## src/rtl/cordic_gain_comp_buffer.sv

```systemverilog
// Removes the rotation-CORDIC gain from x/y (Q1.16 multiply, round-half-up, saturate)
// and buffers results with their code in a show-ahead FIFO behind a valid/ready port.
module cordic_gain_comp_buffer #(
  parameter int WIDTH      = 16,
  parameter int FRAC_BITS  = 12,
  parameter int CODE_WIDTH = 8,
  parameter int GAIN_INV   = 39797,
  parameter int DEPTH      = 4
) (
  input  logic                         clock,
  input  logic                         reset,
  input  logic [WIDTH-1:0]             x_in,
  input  logic [WIDTH-1:0]             y_in,
  input  logic [CODE_WIDTH-1:0]        code_in,
  input  logic                         valid_in,
  output logic [WIDTH-1:0]             x_out,
  output logic [WIDTH-1:0]             y_out,
  output logic [CODE_WIDTH-1:0]        code_out,
  output logic                         valid_out,
  input  logic                         ready_in,
  output logic [$clog2(DEPTH+1)-1:0]   count,
  output logic                         overflow
);

  localparam int PW = WIDTH + 18;
  localparam int AW = $clog2(DEPTH);
  localparam int CW = $clog2(DEPTH + 1);
  localparam logic signed [PW-1:0] GAIN  = PW'(GAIN_INV);
  localparam logic signed [PW-1:0] ROUND = PW'(32768);

  if ((DEPTH < 2) || ((DEPTH & (DEPTH - 1)) != 0) || (FRAC_BITS >= WIDTH)) begin : gBadParams
    $error("cordic_gain_comp_buffer: illegal parameter combination");
  end

  // Result is saturated whenever the bits above the output sign bit disagree with it.
  function automatic logic [WIDTH-1:0] roundSat(input logic signed [PW-1:0] p);
    logic signed [PW-1:0] r;
    r = (p + ROUND) >>> 16;
    if ((r[PW-1:WIDTH-1] == {(PW-WIDTH+1){1'b0}}) || (r[PW-1:WIDTH-1] == {(PW-WIDTH+1){1'b1}}))
      return r[WIDTH-1:0];
    else if (r[PW-1])
      return {1'b1, {(WIDTH-1){1'b0}}};
    else
      return {1'b0, {(WIDTH-1){1'b1}}};
  endfunction

  logic                   s1Valid_q, s2Valid_q;
  logic [CODE_WIDTH-1:0]  s1Code_q, s2Code_q;
  logic signed [PW-1:0]   s1X_q, s1Y_q;
  logic [WIDTH-1:0]       s2X_q, s2Y_q;

  always_ff @(posedge clock) begin
    if (reset) begin
      s1Valid_q <= 1'b0;
      s1Code_q  <= '0;
      s1X_q     <= '0;
      s1Y_q     <= '0;
      s2Valid_q <= 1'b0;
      s2Code_q  <= '0;
      s2X_q     <= '0;
      s2Y_q     <= '0;
    end else begin
      s1Valid_q <= valid_in;
      s1Code_q  <= code_in;
      s1X_q     <= PW'($signed(x_in)) * GAIN;
      s1Y_q     <= PW'($signed(y_in)) * GAIN;
      s2Valid_q <= s1Valid_q;
      s2Code_q  <= s1Code_q;
      s2X_q     <= roundSat(s1X_q);
      s2Y_q     <= roundSat(s1Y_q);
    end
  end

  logic [WIDTH-1:0]      memX_q    [DEPTH];
  logic [WIDTH-1:0]      memY_q    [DEPTH];
  logic [CODE_WIDTH-1:0] memCode_q [DEPTH];
  logic [AW-1:0]         wrPtr_q, rdPtr_q;
  logic [CW-1:0]         count_q, count_d;
  logic                  overflow_q;
  logic                  full, pop, wrEn;

  assign valid_out = (count_q != '0);
  assign full      = (count_q == CW'(DEPTH));
  assign pop       = valid_out && ready_in;
  // A pop in the same edge frees the slot, so a full FIFO can still take the write.
  assign wrEn      = s2Valid_q && (!full || pop);

  always_comb begin
    count_d = count_q;
    if (wrEn && !pop)
      count_d = count_q + CW'(1);
    else if (!wrEn && pop)
      count_d = count_q - CW'(1);
  end

  always_ff @(posedge clock) begin
    if (reset) begin
      wrPtr_q    <= '0;
      rdPtr_q    <= '0;
      count_q    <= '0;
      overflow_q <= 1'b0;
    end else begin
      if (wrEn) wrPtr_q <= wrPtr_q + AW'(1);
      if (pop)  rdPtr_q <= rdPtr_q + AW'(1);
      count_q    <= count_d;
      overflow_q <= s2Valid_q && !wrEn;
    end
  end

  always_ff @(posedge clock) begin
    if (!reset && wrEn) begin
      memX_q[wrPtr_q]    <= s2X_q;
      memY_q[wrPtr_q]    <= s2Y_q;
      memCode_q[wrPtr_q] <= s2Code_q;
    end
  end

  assign x_out    = valid_out ? memX_q[rdPtr_q]    : '0;
  assign y_out    = valid_out ? memY_q[rdPtr_q]    : '0;
  assign code_out = valid_out ? memCode_q[rdPtr_q] : '0;
  assign count    = count_q;
  assign overflow = overflow_q;

endmodule
```

## config.mk

```make
export PLATFORM = sky130hd
export DESIGN_NAME = cordic_gain_comp_buffer
export DESIGN_NICKNAME = d
export VERILOG_FILES = /design/src/rtl/cordic_gain_comp_buffer.sv
export SDC_FILE = /design/constraint.sdc
export NUM_CORES = 1
export LEC_CHECK = 0
export ABC_CLOCK_PERIOD_IN_PS = 5000
export CORE_UTILIZATION = 58
export CTS_BUF_LIST = sky130_fd_sc_hd__clkbuf_8
export DETAILED_ROUTE_END_ITERATION = 7
export GPL_ROUTABILITY_DRIVEN = 0
export PLACE_DENSITY = 0.8
export SLEW_MARGIN = 15
export SYNTH_ARGS = -nofsm -noshare
export SYNTH_HDL_FRONTEND = slang
export SYNTH_SLANG_ARGS = --single-unit
```

## constraint.sdc

```tcl
create_clock -name clock -period 5 [get_ports clock]
set_input_delay 0.5 -clock clock [delete_from_list [all_inputs] [get_ports clock]]
set_output_delay 0.5 -clock clock [all_outputs]
set_load 0.01 [all_outputs]
```

run_1/ff_map.png
Bar = 50 um. Other sequential cells in the stronger grey, the rest of the logic in the fainter grey.
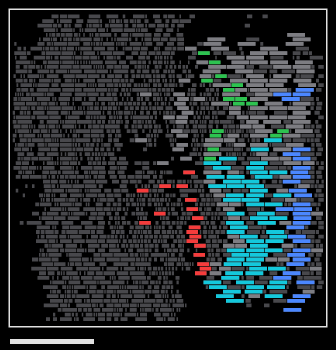
legend:
  cyan:
    signal: memY_q
    flops: 64
  green:
    signal: s2X_q
    flops: 16
  blue:
    signal: memCode_q
    flops: 32
  red:
    signal: s1Y_q
    flops: 18
not coloured: 126

run_1/m1.png
Bar = 50 um.
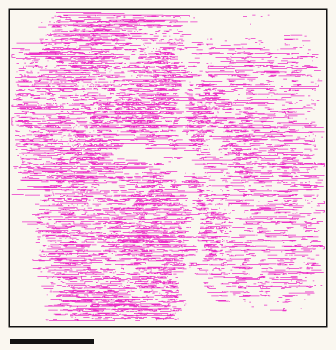
nets with wire on the layer: 2418
main direction: horizontal

==> run summary, run 1 <==
Main metrics from the flow reports.

The flow ran to the end, and the final reports show no timing, DRC or antenna violations. The number of storage elements in the synthesis netlist came out at 256. The fraction of final layout cells with drive strength greater than 1 is 0.239. The number of global-route vias before repair is 14826. The total area inside the core boundary comes to 33700 sq um.

The synthesis log from Yosys contains 0 warnings. The area after detailed placement is 23100 sq um. The final critical path time including I/O delays and setup is 4.92 ns.

The clock transition at the registers of the reported paths is 0.07 ns. The number of enable flip-flop cells came out at 160. Of the total synthesized cell area, the portion taken by AND, OR, NAND and NOR gates is 0.0899. The data arrival time of the critical path is 5.32 ns. The initial antenna violation count came out at 0.

The level count of the clock H-tree came out at 2. The number of DRC markers after the initial detailed-route iteration is 792. The effective utilization at floorplan is 0.592. In this run the count of I/O pins placed on the die edge is 89. The number of clock buffers inserted by TritonCTS came out at 38. The area of the die is 35100 sq um. In the final report, the number of pins over their slew limit comes to 0.

The post-synthesis cell area is 19900 sq um. The TritonCTS clock tree is done. The total wire length after detailed routing came out at 44000 um. The total nets after synthesis came out at 2237. The kind of critical path is input pin to flop. Dividing the detail-routed via count by the number of cells gives 5.43. The post-route clock period utilization is 0.984. The first global-routing pass estimated 72200 um of wire. Grouping stages by cell kind, the critical path spends the most delay in adder cells. The clock tree has to reach 256 sinks.

The multi-input combinational cells in the finished layout cover a total of 12400 sq um. The chip width is 187 um. The per-instance average area after synthesis came out at 11.5 sq um. The first-pass detailed-route iteration total is 5. The post-CTS setup-driven buffer insertion count is 5.

Yosys reports a chip area of 19900 sq um. The transition time recorded at the tightest slew-check pin is 1.11 ns. The final report lists the setup-violating endpoint count as 0.

The largest buffer count on any clock path came out at 3. The worst relative slew slack came out at 0.258. The synthesized instance count is 1741. The detail route stage leaves a number of antenna-violating nets equal to 0. The number of instances resized during post-cts repair came out at 83. Per STA, the worst path is made up of clkbuf_2, buf_6, ha_4, inv_1, fa_1, inv_1, fa_1, fa_1, fa_1, fa_2, ha_4, nand2_2, buf_4, nor3_1, o21ai_1, a211oi_2, a221oi_2, mux2_4.

The maximum net fanout on the critical path came out at 4.
run_1/pinout.png
Bar = 50 um. Pins as bars across the die edge, other pins in grey.
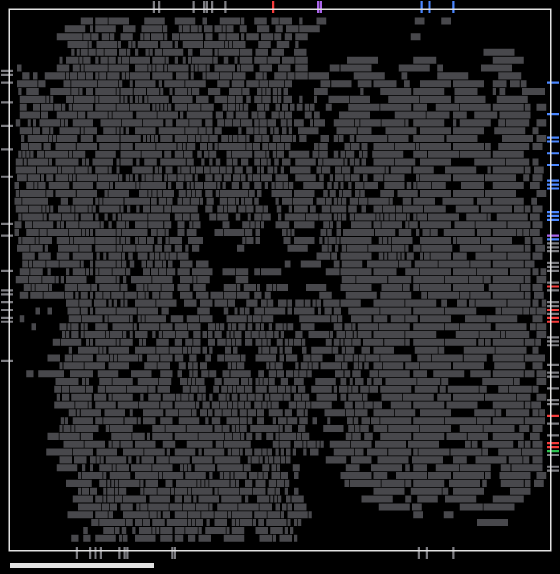
legend:
  green:
    port: valid_out
    pins: 1
    direction: output
    edge: right
  red:
    port: code_in
    pins: 8
    direction: input
    edge: 7 right, 1 top
  purple:
    port: count
    pins: 3
    direction: output
    edge: 2 top, 1 right
  blue:
    port: x_out
    pins: 16
    direction: output
    edge: 13 right, 3 top
port buffer count: 88
DIE HEIGHT: 187 um

run_1/closeup.png
Bar = 20 um. Window x 69 to 119, y 106 to 156 um. Cells in grey, sequential cells in the stronger grey; small squares are vias.
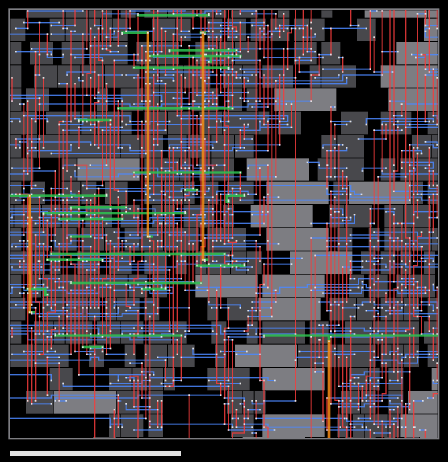
legend:
  red:
    layer: M2
  blue:
    layer: M1
  orange:
    layer: M4
  green:
    layer: M3
cells with their middle in the window: 235
netlist names of flops here include: s1X_q (15)
sequential cells in the window: 17
most frequent: buf_4 (38), nor2_1 (25), dfxtp_1 (17)

run 1: synth_stat cells (all sizes together) (5+ instances only):
cell type and number:
inv 303, ha 259, fa 193, edfxtp 160
dfxtp 96, nand2 77, o21ai 73, nor2 71
a21oi 60, and2 50, mux4 40, nor3 36
nand3 33, nor2b 30, xor2 27, clkbuf 26
buf 22, nand4 22, o21a 19, xnor2 15
and3 13, mux2 12, a21o 11, a31oi 9
or2 7, a211oi 6, a21boi 6, a2111oi 5
a211o 5, o211ai 5, o21bai 5
run 1: path summary, 6_finish.rpt:
kind,from,endpoint,slack (ns),cells past startpoint
hold reg to reg,s1Code_q[2]$_SDFF_PP0_,s2Code_q[2]$_SDFF_PP0_,0.44,1
setup reg to reg,count[0]$_SDFFE_PP0P_,count[2]$_SDFFE_PP0P_,2.11,9
setup / recovery,y_in[7],s1Y_q[29]$_SDFF_PP0_,0.08,18
hold / removal,s1Code_q[2]$_SDFF_PP0_,s2Code_q[2]$_SDFF_PP0_,0.44,1
run 1: metal layers:
metal  track usage  up-vias  wire [um]
li1              -     6584          -
met3        0.0180       62       1640
met1         0.335     6804      19100
met4        0.0519        0        690
met5             0        -          0
met2         0.462      363      22600
run 1: cell type report:
| cell class | instances | share of cell area |
|---|---|---|
| clock buffers | 41 | 0.0232 |
| repair buffers | 335 | 0.108 |
| well taps | 448 | 0.0231 |
| inverters | 303 | 0.0468 |
| clock inverters | 28 | 0.00947 |
| multi-input cells | 1134 | 0.512 |
| flip-flops and latches | 256 | 0.277 |
run_1/clock_nets.png
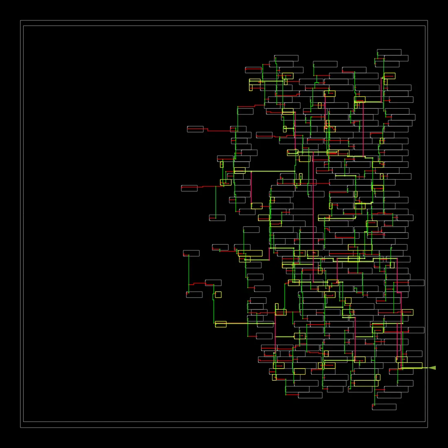

==> inputs of run 2 (changes only) <==
PLACE_DENSITY = 0.87   (was 0.8)
run_2/clock_nets.png
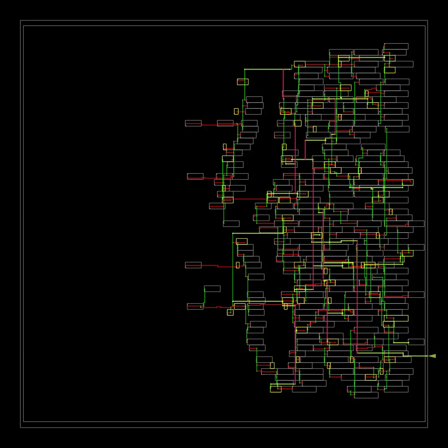
clk sinks: 256
total clock buffers created by CTS: 38
clock buffers: 42
total number of sequential cells: 256
setup skew after layout: 0.0237 ns

==> run summary, run 2 <==
Main metrics from the flow reports.

The largest buffer count on any clock path came out at 3 (unchanged). The fraction of final layout cells with drive strength greater than 1 came to 0.244 (was 0.239). The wire length of the first global-routing pass came out at 76700 um (was 72200 um). The final reports fail on negative setup slack. The total setup violations reported at the end of the flow came out at 3 (was 0). The area of the die is 35100 sq um (unchanged).

The post-CTS setup-driven buffer insertion count came to 4 (was 5). The effective utilization at floorplan came out at 0.592 (unchanged). The number of enable flip-flop cells came out at 160 (unchanged). The post-synthesis cell area is 19900 sq um (unchanged). Post-synth top cells: sky130_fd_sc_hd__inv_1 (303), sky130_fd_sc_hd__ha_1 (259), sky130_fd_sc_hd__fa_1 (193), sky130_fd_sc_hd__edfxtp_1 (160), sky130_fd_sc_hd__dfxtp_1 (96) (unchanged). The number of storage elements in the synthesis netlist came to 256 (unchanged). The per-instance average area after synthesis was 11.5 sq um (unchanged).

The first-pass detailed-route iteration total came out at 5 (unchanged). Run status: complete, but fails checks (was complete, no violations). The data arrival time of the critical path came to 5.41 ns (was 5.32 ns).

The worst setup margin is -0.0438 ns (was 0.0777 ns). The core area came out at 33700 sq um (unchanged). The most numerous cell in the Yosys netlist is sky130_fd_sc_hd__inv_1 (unchanged). The maximum net fanout on the critical path is 4 (unchanged).

The total cell area reported by yosys after synthesis came out at 19900 sq um (unchanged). The die boundary height is 187 um (unchanged). The max-slew violation count is 0 (unchanged). The simple-gate area share of the yosys netlist came out at 0.0899 (unchanged). The cell count after synthesis is 1741 (unchanged). The number of DRC markers after the initial detailed-route iteration came out at 1187 (was 792).

The chip width was 187 um (unchanged).
[run 2: worst paths after layout]
path / from / to / slack [ns] / cells after the start
max: y_in[6] / s1Y_q[27]$_SDFF_PP0_ / -0.04 / 19
min: s1Code_q[7]$_SDFF_PP0_ / s2Code_q[7]$_SDFF_PP0_ / 0.44 / 1
min reg2reg: s1Code_q[7]$_SDFF_PP0_ / s2Code_q[7]$_SDFF_PP0_ / 0.44 / 1
max reg2reg: count[0]$_SDFFE_PP0P_ / count[2]$_SDFFE_PP0P_ / 2.54 / 9
[run 2: per-stage QoR]
| stage | instance area, sq um |
|---|---|
| 2_1_floorplan | 20100 |
| 3_3_place_gp | 23100 |
| 3_5_place_dp | 23100 |
| 4_1_cts | 24100 |
| 5_1_grt | 24400 |
| 6_report | 24400 |
[run 2: final cells by class]
| class | count | area (sq um) | area share |
|---|---|---|---|
| Multi-Input combinational cell | 1134 | 12600 | 0.516 |
| Tap cell | 448 | 561 | 0.0230 |
| Timing Repair Buffer | 337 | 2660 | 0.109 |
| Clock buffer | 42 | 578 | 0.0237 |
| Inverter | 303 | 1140 | 0.0466 |
| Clock inverter | 28 | 151 | 0.00620 |
| Sequential cell | 256 | 6730 | 0.276 |
[run 2: routing by layer]
metal / GRT usage / part of all wire
met1: 0.341 / 0.40
met5: 0 / 0.00027
met4: 0.108 / 0.041
met2: 0.486 / 0.51
met3: 0.0278 / 0.052
